==> config.mk <==
export PLATFORM = sky130hd
export DESIGN_NAME = bcd_serial_add_ctrl
export DESIGN_NICKNAME = d
export VERILOG_FILES = /design/src/rtl/bcd_pkg.sv /design/src/rtl/bcd_digit_add.sv /design/src/rtl/bcd_serial_add_ctrl.sv
export SDC_FILE = /design/constraint.sdc
export NUM_CORES = 1
export LEC_CHECK = 0
export ABC_AREA = 1
export CAP_MARGIN = 20
export CORE_MARGIN = 1
export CORE_UTILIZATION = 47
export DETAILED_ROUTE_END_ITERATION = 12
export PLACE_DENSITY = 0.75
export SLEW_MARGIN = 10
export SYNTH_ARGS = -nofsm -noshare
export SYNTH_HDL_FRONTEND = slang
export SYNTH_SLANG_ARGS = --single-unit
==> constraint.sdc <==
create_clock -name clk -period 3.2 [get_ports clk]
set_clock_uncertainty 0.05 [all_clocks]
set_input_delay 0.48 -clock clk [delete_from_list [all_inputs] [get_ports clk]]
set_output_delay 0.48 -clock clk [all_outputs]
set_load 0.02 [all_outputs]
run_1/gate_families.png
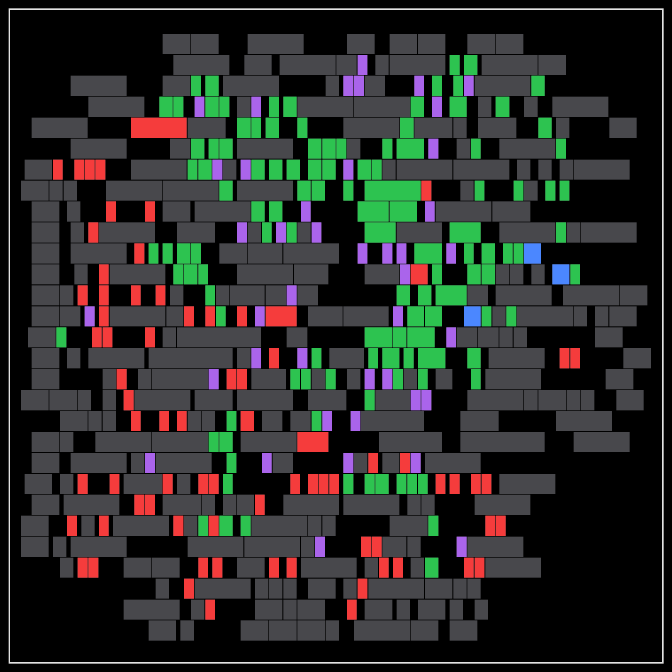
Key: red = NOR gates [cells 76, most used nor2_1]; purple = inverters [cells 42, most used inv_1]; green = NAND gates [cells 118, most used nand2_1]; blue = AND and OR gates [cells 3, most used or2_2]
most common logic cell in the routed design: nor2_1
number of cells in the finished layout apart from fillers: 569
logic share of the area: 38.6%

run_1/cell_classes.png
Scale bar: 20 µm.
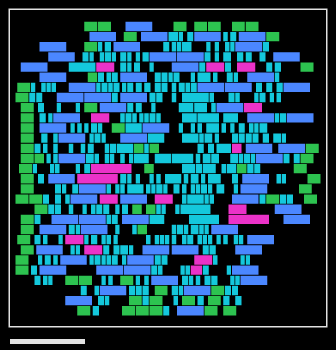
Key: blue = flip-flops [cells 69]; magenta = clock drivers and dummy loads [cells 16]; green = other buffers and delay cells [cells 64]; cyan = all other logic [cells 343]
sequential cell area share: 33.8%
placement row count: 29
placeable core region: 6460 µm²

run_1/clock_map.png
Scale bar: 20 µm.
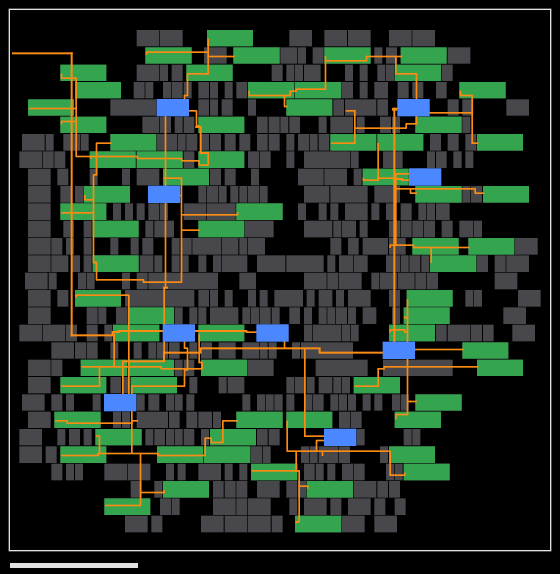
Key: orange = clock wires [length 835 µm]; blue = cells driving clock nets [count 9]; green = flip-flops [count 69]
There are 10 routed clock nets.
Clock Power: 893 µW
share of power burned in the clock network: 36.3%
insertion delay of the later-clocked pin in the worst-skew pair: 0.34 ns

==> reports/results.txt, run 1 <==
average footprint of a synthesized cell - 7.43 µm²
nature of the critical path endpoint - flip-flop
asr flop ratio synth - 0%
Antenna Violating Nets Remaining - 0
Post-synth area hogs - dfxtp_1, o21ai_0, nor2_1
Residual DRC - 1
top logic cells by instance count in the layout - nor2_1, dfxtp_1, o21ai_0, nand2_1, clkdlybuf4s50_1
final-report hold violation count - 0
WP data required - 3.38 ns
post-synthesis cell type with the largest combined area - dfxtp_1
count of max-cap constraint violations - 0
worst-margin pin slew - 0.485 ns
number of nets at the end of the flow - 533
crit path max fanout - 16
Worst EP arrival - 3.17 ns
fillers - 587
final tally of max-slew violations - 0
power per standard cell area - 602 nW/µm²
total detailed-routing wirelength - 7.23 mm
Top FF cell, synth - dfxtp_1
global-route wire length before repair - 12.2 mm
via count - 2875
setup repair after global routing missed its margin - no
vias per std cell - 5.05
total setup buffers inserted after CTS - 0
min cycle time layout - 2.98 ns
number of iterations in the first detailed-routing pass - 8
critical-path cell with the highest stage delay - fa_2
final setup violation count - 0
portion of the post-synthesis area used by sequential elements - 43.0%
failing checks - design-rule violations
proportion of layout cells with a drive suffix above 1 - 11.0%
element type at the critical path start - flip-flop
clock root cell - clkbuf_8
post-synth design cell area - 3210 µm²
leakage power - 1.78 nW
tally of OpenROAD warnings - 29
run status - finished, violations left
antenna violations before repair - 0
type of the worst min-delay path - flip-flop to flip-flop
detailed router's first-iteration violation count - 153
highest achievable clock rate - 0.335 GHz
cts bufs inserted - 9
worst voltage drop across the vdd grid - 0.310 mV
length in cells of the worst reg-to-reg path - 15
worst slack on hold paths - 0.406 ns
cell-by-cell trace of the critical path - buf_4 > o21ai_1 > o22ai_1 > fa_2 > fa_2 > inv_1 > ha_1 > inv_1 > nor2_2 > a21oi_4 > nand2_4 > nand3_2 > nand3_1 > nand3_1 > o21ai_0
ports placed on the boundary - 56
critical path start-end classification - flip-flop to flip-flop
CTS Hold Buffers Added - 0
Post-synth EDFFs - 0
run 1: per-layer routing:
layer	global-route usage, %	routed length, µm	vias up
met5	0	0	-
met4	10.3	147	0
met3	3.54	278	12
met2	35.7	3280	71
met1	27.9	3530	1283
li1	-	-	1509
run 1: worst max-delay path, delay by kind of cell (launching register included):
family,cells,cell delay (ns)
DFF,1,0.33
buffers and inverters,3,0.36
and+or+nand+nor,5,0.47
AOI/OAI and AO/OA,4,0.47
adders and majority gates,3,1.19
run 1: power by group:
part	total, mW	switching [mW]	internal (mW)
Clock	0.893	0.332	0.562
Sequential	0.935	0.0265	0.909
Combinational	0.634	0.398	0.236
Total	2.46	0.756	1.71
run 1: per-stage QoR:
| step | instances | power (mW) | util, % | cell area, µm² |
|---|---|---|---|---|
| after floorplan | 432 | 1.42 | - | 3210 |
| after global placement | 553 | 1.56 | 59.2 | 3820 |
| after detailed placement | 553 | 1.58 | 59.2 | 3820 |
| after CTS | 569 | 2.46 | 63.2 | 4080 |
| after global routing | 569 | 2.59 | 63.3 | 4090 |
| final | 569 | 2.46 | 63.3 | 4090 |
run 1: cells by family (layout without fill, tap and decap cells):
family,Yosys count,in the layout,synth area share [%]
DFF,69,69,43.0
buffers and inverters,62,122,8.07
and+or+nand+nor,197,197,28.8
AOI/OAI and AO/OA,94,94,15.7
adders and majority gates,10,10,4.36
run 1: synthesized netlist by cell type (4+ instances only):
library cell	instances
o21ai_0	65
nand3_1	41
ha_1	8
dfxtp_1	69
a21oi_1	15
clkbuf_1	13
nand2_4	4
nand3_2	6
nand2_2	4
nor2_1	72
nand2_1	62
o21ai_1	5
inv_1	40
run 1: cell type report:
| type | count | area (µm²) | area share [%] |
|---|---|---|---|
| multi-input combinational | 301 | 1580 | 38.6 |
| sequential | 69 | 1380 | 33.8 |
| timing repair buffer | 64 | 618 | 15.1 |
| inverter | 42 | 158 | 3.86 |
| clock buffer | 11 | 151 | 3.70 |
| clock inverter | 5 | 106 | 2.60 |
| tap | 77 | 96.3 | 2.36 |
run_1/final_congestion.png
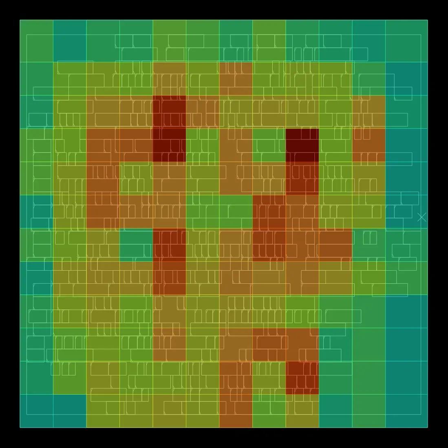

==> run 2: changes to the inputs <==
CORE_ASPECT_RATIO = 1.25   (was not set)
CTS_CLUSTER_DIAMETER = 100   (was not set)
run_2/final_congestion.png
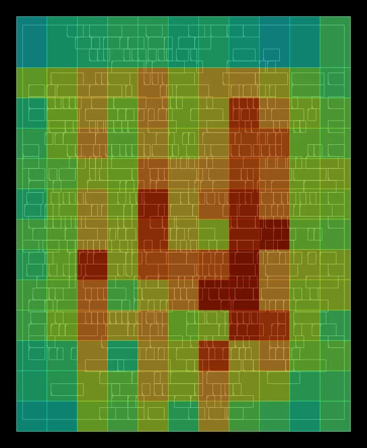
GR Util All Layers: 21.5%
busiest metal layer after global routing: met2
met1 track demand over resource: 23.3%
met2 GRT Util: 39.5%

==> reports/results.txt, run 2 <==
run status - completed
leakage power - 1.76 nW
power dissipated by switching net loads - 743 µW
fraction of power consumed by combinational cells - 27.0%
most numerous cell in the Yosys netlist - nor2_1
Area Overhead vs Synth - 26.7%
Top FF cell, synth - dfxtp_1
post-detailed-placement cell area - 3840 µm²
worst voltage drop across the vdd grid - 0.324 mV
Worst EP arrival - 3.21 ns
worst slack on hold paths - 0.406 ns
CP Buf/Inv Count - 3
post-synthesis cell type with the largest combined area - dfxtp_1
crit path max fanout - 23
proportion of layout cells with a drive suffix above 1 - 10.8%
highest achievable clock rate - 0.331 GHz
power per standard cell area - 582 nW/µm²
worst-margin pin slew - 0.432 ns
Worst Hold Path Cells - 2
post-synth design cell area - 3210 µm²
area of all placed cells without fillers - 4070 µm²
global-route wire length before repair - 12.1 mm
total setup buffers inserted after CTS - 0
type of the worst min-delay path - flip-flop to flip-flop
asr flop ratio synth - 0%
ports placed on the boundary - 56
element type at the critical path start - flip-flop
placeable core region - 6570 µm²
critical path depth - 15
Layout Utilization - 62.0%
placement row count - 33
CP delay by family, top - adder cells
insertion delay of the later-clocked pin in the worst-skew pair - 0.35 ns
top logic cells by instance count in the layout - nor2_1, dfxtp_1, o21ai_0
average footprint of a synthesized cell - 7.43 µm²
tally of OpenROAD warnings - 29
portion of the post-synthesis area used by sequential elements - 43.0%
Post-synth area hogs - dfxtp_1, o21ai_0, nor2_1
cts bufs inserted - 9
main kind of combinational logic by area - simple AND/OR/NAND/NOR gates
CTS Hold Buffers Added - 0
antenna violations before repair - 0
area fraction in and, or, nand and nor cells after synthesis - 28.8%
final setup violation count - 0
number of nets at the end of the flow - 533
min cycle time layout - 3.02 ns
fraction of power spent switching nets - 31.4%
Residual DRC - 0
nature of the critical path endpoint - flip-flop
critical path start-end classification - flip-flop to flip-flop
critical-path cell with the highest stage delay - fa_2
internal power - 1.63 mW
most common logic cell in the routed design - nor2_1
xor and xnor fraction of the mapped netlist area - 0%
detailed router's first-iteration violation count - 125
cell-by-cell trace of the critical path - buf_4 > o21ai_1 > o22ai_1 > fa_2 > fa_2 > inv_2 > ha_1 > inv_1 > nor2_2 > a21oi_4 > nand2_4 > nand3_2 > nand3_1 > nand3_1 > o21ai_0
length in cells of the worst reg-to-reg path - 15
post-synthesis mux area share - 0%
total detailed-routing wirelength - 7.10 mm
clock root cell - clkbuf_8
via count - 2944
number of iterations in the first detailed-routing pass - 4
share of synthesized cell area in and-or and or-and compound cells - 15.7%
sequential share of power - 39.4%
number of cells in the finished layout apart from fillers - 579
==> run 2: cell types whose count changed in the layout (fill, tap and decap cells not counted) <==
cell and change:
o21ai_0 +2, clkinv_4 -1, bufinv_16 -1, clkinv_2 +2
clkinvlp_4 -1, o21ai_1 -2, clkbuf_1 +1
==> run 2: cell families (layout without fill, tap and decap cells) <==
family / count (synthesis) / count (layout)
AND/OR/NAND/NOR: 197 / 197
adder cells (fa/ha/maj): 10 / 10
flip-flops: 69 / 69
AND-OR/OR-AND: 94 / 94
buffers and inverters: 62 / 122
==> run 2: area by class of cell <==
type	count	area [µm²]
Clock inverter	4	70.1
Clock buffer	12	155
Fill cell	581	2500
Timing Repair Buffer	64	618
Tap cell	87	109
Inverter	42	158
Sequential cell	69	1380
Multi-Input combinational cell	301	1580
==> run 2: power by group through the flow <==
stage                     clock [mW]  sequential, mW  combinational [mW]
after floorplan                    0           0.949               0.473
after global placement             0           0.952               0.603
after detailed placement           0           0.953               0.621
after CTS                      0.806           0.934               0.628
after global routing           0.843           0.940               0.713
final                          0.794           0.934               0.640
==> run 2: tightest hold or removal path: stages (launching register included) <==
cell and delay, ns:
dfxtp_1 0.30, inv_1 0.06, a21oi_1 0.05
==> run 2: routing by layer <==
metal  share of wire [%]  GRT usage (%)  routed length, µm
met5                   0              0                  0
met4                 2.5           10.3                176
met3                 4.6           5.22                325
met2                  51           39.5               3600
met1                  42           23.3               3000
Power figures rest on the tool's default switching activity, not on a simulated workload.
